### Routing congestion

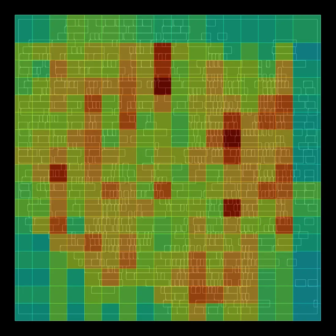
### M3 wires

(4 px per um)
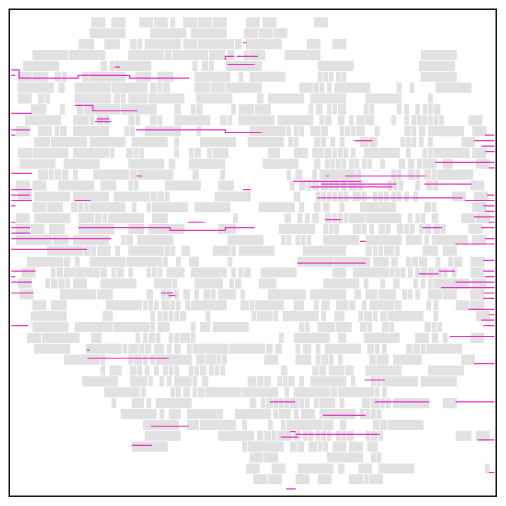
### Signal metal coverage by tile

(3 px per um) 24 x 24 tiles, from dark blue (low) to red (high), scaled to the fullest tile. Values are wire area over tile area, all layers added.
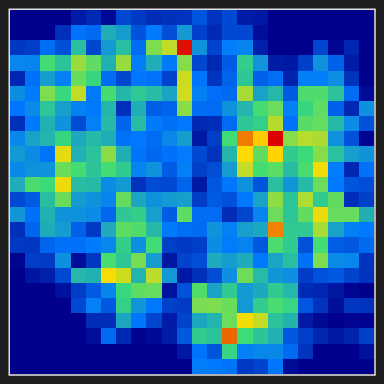
[config.mk]
export PLATFORM = sky130hd
export DESIGN_NAME = uart_imem_programmer_flat
export DESIGN_NICKNAME = d
export VERILOG_FILES = /design/src/rtl/uart_pkg.sv /design/src/rtl/uart_imem_programmer_if.sv /design/src/rtl/uart_imem_programmer_rx.sv /design/src/rtl/uart_imem_programmer.sv /design/src/flat_wrapper.sv
export SDC_FILE = /design/constraint.sdc
export NUM_CORES = 1
export LEC_CHECK = 0
export ABC_AREA = 1
export CAP_MARGIN = 5
export CORE_UTILIZATION = 43
export DETAILED_ROUTE_END_ITERATION = 12
export PLACE_DENSITY = 0.72
export REMOVE_ABC_BUFFERS = 1
export SYNTH_ARGS = -nofsm -noshare
export SYNTH_HDL_FRONTEND = slang
export SYNTH_SLANG_ARGS = --single-unit
[constraint.sdc]
create_clock -name clk -period 2.1 [get_ports clk]
set_input_delay 0.42 -clock clk [delete_from_list [all_inputs] [get_ports clk]]
set_output_delay 0.42 -clock clk [all_outputs]
set_load 0.01 [all_outputs]
[src/rtl/uart_pkg.sv]
// Shared types and constants for the UART instruction-memory boot loader.
package uart_pkg;

  typedef enum logic [1:0] {
    IDLE,
    START,
    DATA,
    STOP
  } rx_state_t;

  localparam int DEFAULT_CLKS_PER_BIT = 868;
  localparam int IMEM_WORD_BYTES = 4;

endpackage

[src/rtl/uart_imem_programmer_if.sv]
// Write port from the boot loader into instruction memory / fetch stage.
interface uart_imem_programmer_if;

  logic [31:0] uart_dout;
  logic [31:0] imem_addr;
  logic        imem_wea;
  logic        memcon_prog_ena;

  modport master (
    output uart_dout,
    output imem_addr,
    output imem_wea,
    output memcon_prog_ena
  );

  modport slave (
    input uart_dout,
    input imem_addr,
    input imem_wea,
    input memcon_prog_ena
  );

endinterface

[src/rtl/uart_imem_programmer_rx.sv]
// 8N1 UART receiver: synchronizer, bit timer, FSM and shift register.
module uart_rx_8n1
  import uart_pkg::*;
#(
  parameter int CLKS_PER_BIT = DEFAULT_CLKS_PER_BIT
) (
  input  logic       clk,
  input  logic       Rst,
  input  logic       rx,
  output logic       byte_valid,
  output logic [7:0] byte_data,
  output logic       frame_err
);

  localparam int TW = $clog2(CLKS_PER_BIT);
  localparam logic [TW-1:0] HALF_LAST = TW'(CLKS_PER_BIT / 2 - 1);
  localparam logic [TW-1:0] FULL_LAST = TW'(CLKS_PER_BIT - 1);

  rx_state_t     state_q;
  rx_state_t     state_d;
  logic          rx_m;
  logic          rx_s;
  logic [TW-1:0] timer;
  logic [2:0]    bit_idx;
  logic [7:0]    shreg;
  logic          half_done;
  logic          full_done;

  assign half_done = (timer == HALF_LAST);
  assign full_done = (timer == FULL_LAST);
  assign byte_data = shreg;

  // Flops reset to the idle line level so reset never fakes a start bit.
  always_ff @(posedge clk or negedge Rst) begin
    if (!Rst) begin
      rx_m <= 1'b1;
      rx_s <= 1'b1;
    end else begin
      rx_m <= rx;
      rx_s <= rx_m;
    end
  end

  always_ff @(posedge clk or negedge Rst) begin
    if (!Rst) state_q <= IDLE;
    else      state_q <= state_d;
  end

  always_comb begin
    state_d = state_q;
    unique case (state_q)
      IDLE:  if (!rx_s) state_d = START;
      START: if (half_done) state_d = rx_s ? IDLE : DATA;
      DATA:  if (full_done && bit_idx == 3'd7) state_d = STOP;
      STOP:  if (full_done) state_d = IDLE;
      default: state_d = IDLE;
    endcase
  end

  always_ff @(posedge clk or negedge Rst) begin
    if (!Rst) begin
      timer      <= '0;
      bit_idx    <= '0;
      shreg      <= '0;
      byte_valid <= 1'b0;
      frame_err  <= 1'b0;
    end else begin
      byte_valid <= 1'b0;
      frame_err  <= 1'b0;
      unique case (state_q)
        IDLE: begin
          timer   <= '0;
          bit_idx <= '0;
        end
        START: begin
          timer <= half_done ? '0 : timer + TW'(1);
        end
        DATA: begin
          if (full_done) begin
            timer   <= '0;
            shreg   <= {rx_s, shreg[7:1]};
            bit_idx <= bit_idx + 3'd1;
          end else begin
            timer <= timer + TW'(1);
          end
        end
        STOP: begin
          if (full_done) begin
            timer      <= '0;
            byte_valid <= rx_s;
            frame_err  <= ~rx_s;
          end else begin
            timer <= timer + TW'(1);
          end
        end
        default: timer <= '0;
      endcase
    end
  end

endmodule

[src/rtl/uart_imem_programmer.sv]
// Boot loader top: packs UART bytes into words and writes them to imem.
module uart_imem_programmer
  import uart_pkg::*;
#(
  parameter int CLKS_PER_BIT = DEFAULT_CLKS_PER_BIT,
  parameter int CNT_W        = 16
) (
  input  logic                   clk,
  input  logic                   Rst,
  input  logic                   prog,
  input  logic                   rx,
  uart_imem_programmer_if.master imem,
  output logic                   frame_err,
  output logic [CNT_W-1:0]       word_count
);

  logic        byte_valid;
  logic [7:0]  byte_data;
  logic        fe_pulse;
  logic        ena;
  logic [1:0]  byte_idx;
  logic [23:0] word_buf;
  logic [31:0] dout_q;
  logic [31:0] addr_q;
  logic        wea_q;
  logic        session_start;
  logic        last_byte;

  uart_rx_8n1 #(
    .CLKS_PER_BIT(CLKS_PER_BIT)
  ) u_rx (
    .clk       (clk),
    .Rst       (Rst),
    .rx        (rx),
    .byte_valid(byte_valid),
    .byte_data (byte_data),
    .frame_err (fe_pulse)
  );

  assign session_start = prog & ~ena;
  assign last_byte     = (byte_idx == 2'(IMEM_WORD_BYTES - 1));

  assign imem.uart_dout       = dout_q;
  assign imem.imem_addr       = addr_q;
  assign imem.imem_wea        = wea_q;
  assign imem.memcon_prog_ena = ena;

  always_ff @(posedge clk or negedge Rst) begin
    if (!Rst) begin
      ena        <= 1'b0;
      frame_err  <= 1'b0;
      word_count <= '0;
    end else begin
      ena <= prog;
      if (session_start) begin
        frame_err  <= 1'b0;
        word_count <= '0;
      end else begin
        if (fe_pulse) frame_err <= 1'b1;
        if (wea_q)    word_count <= word_count + CNT_W'(1);
      end
    end
  end

  // Write is gated by live prog so a drop on the last byte suppresses it.
  always_ff @(posedge clk or negedge Rst) begin
    if (!Rst) begin
      byte_idx <= '0;
      word_buf <= '0;
      dout_q   <= '0;
      addr_q   <= '0;
      wea_q    <= 1'b0;
    end else if (!ena) begin
      byte_idx <= '0;
      addr_q   <= '0;
      wea_q    <= 1'b0;
    end else begin
      wea_q <= 1'b0;
      if (wea_q) addr_q <= addr_q + 32'd4;
      if (byte_valid) begin
        byte_idx <= byte_idx + 2'd1;
        unique case (byte_idx)
          2'd0: word_buf[7:0]   <= byte_data;
          2'd1: word_buf[15:8]  <= byte_data;
          2'd2: word_buf[23:16] <= byte_data;
          default: ;
        endcase
        if (last_byte && prog) begin
          dout_q <= {byte_data, word_buf};
          wea_q  <= 1'b1;
        end
      end
    end
  end

endmodule

[src/flat_wrapper.sv]
// flat-port wrapper written by rule: the top's interface ports become plain ports
module uart_imem_programmer_flat import uart_pkg::*;
#(
  parameter int CLKS_PER_BIT = DEFAULT_CLKS_PER_BIT,
  parameter int CNT_W        = 16
)
  (clk, Rst, prog, rx, frame_err, word_count, imem_uart_dout, imem_imem_addr, imem_imem_wea, imem_memcon_prog_ena);
  uart_imem_programmer_if imem_i ();
  input  logic clk;
  input  logic Rst;
  input  logic prog;
  input  logic rx;
  output logic frame_err;
  output logic [CNT_W-1:0] word_count;
  output wire logic [$bits(imem_i.uart_dout)-1:0] imem_uart_dout;
  output wire logic [$bits(imem_i.imem_addr)-1:0] imem_imem_addr;
  output wire logic [$bits(imem_i.imem_wea)-1:0] imem_imem_wea;
  output wire logic [$bits(imem_i.memcon_prog_ena)-1:0] imem_memcon_prog_ena;
  assign imem_uart_dout = imem_i.uart_dout;
  assign imem_imem_addr = imem_i.imem_addr;
  assign imem_imem_wea = imem_i.imem_wea;
  assign imem_memcon_prog_ena = imem_i.memcon_prog_ena;
  uart_imem_programmer #(.CLKS_PER_BIT(CLKS_PER_BIT), .CNT_W(CNT_W)) u_core (.clk(clk), .Rst(Rst), .prog(prog), .rx(rx), .imem(imem_i), .frame_err(frame_err), .word_count(word_count));
endmodule
==> flow_summary.yaml <==
# synthesis and place-and-route metrics
power:
  switching_share_pct: 22.49
  p_clk_mw: 2.84
  power_switching_mw: 1.245
  comb_power_share_pct: 2.0
  power_mw: 5.537
  combinationalPower_mw: 0.112
cts:
  clk_transition_reported_paths_ns: 0.06
  root_buffer: "clkbuf_16"
  cts_setup_buffers: 0
  clockBufferDepth: 2
setup_path:
  endpoint_kind: "output port"
  critPathArrivalTime_ns: 1.55
  cp_slowest_stage_delay_ns: 0.60
  cp_max_fo: 12
  cp_top_family: "buffers and inverters"
layout:
  buffers: 93
  drive_above_1_share_pct: 10.66
  sh_seq_area_pct: 43.16
  lay_top_cells: "nand2_1 (167), dfrtp_1 (131), nor2_1 (99), clkdlybuf4s50_1 (83), inv_1 (70)"
  buffer_area_share_pct: 12.21
  logic_area_um2: 2407
  clk_share_pct: 7.272
  nets: 808
placement:
  portBuffers: 84
  dp.cells: 954
timing:
  setup_viol: 0
  slew_headroom_pct: 61.72
  post-route-min-period_ns: 1.973
  max_clock_freq_mhz: 506.8
  timing.setup.tns_ns: 0
  clock_skew_ns: 0.009035
  final-max-slew-violation-count: 0
  fin_ws_ns: 0.1267
route:
  drtIter0Drc: 257
die:
  core-area_um2: 13880
  nWellTaps: 180
  fp.dieH_um: 121.4
  die-area_um2: 14740
  rows: 43
  boundaryPins: 87
logic_synthesis:
  yosys_warnings: 0
  xor_share_pct: 0.5714
  numSynthFlops: 134
  synth.cell_area_um2: 6131
  ys_sh_mux_pct: 4.408
  synth_cells: 696
  simple_gate_area_share_pct: 24.16
  logic_family: "simple AND/OR/NAND/NOR gates"
global_route:
  grtUsageMet2_pct: 30.54
  grt_pass1_vias: 4604
  grt_pass1_wl_um: 22090
worst_hold_path:
  min_path_type: "flip-flop to flip-flop"
run_status:
  status: "completed"
## Picture notes: 'Routing congestion'
post-layout util: 56.03%
Total Routing Usage GR: 19.46%
GRT met3 Usage: 5.028%

## Picture notes: 'M3 wires'
- wire length on this layer: 678 um
- main direction: horizontal
DR vias: 4867
routed wire length: 12940 um

## Picture notes: 'Signal metal coverage by tile'
- nearly empty tiles: 15%
- mean over tiles: 0.14
- emptiest ninth of the die: lower left
- densest ninth of the die: middle right
- tiles over half the peak: 15%
- fullest tile: 0.53
wire length per cell: 13.11 um

No activity file was given, so power comes from the tool's default toggle rates.
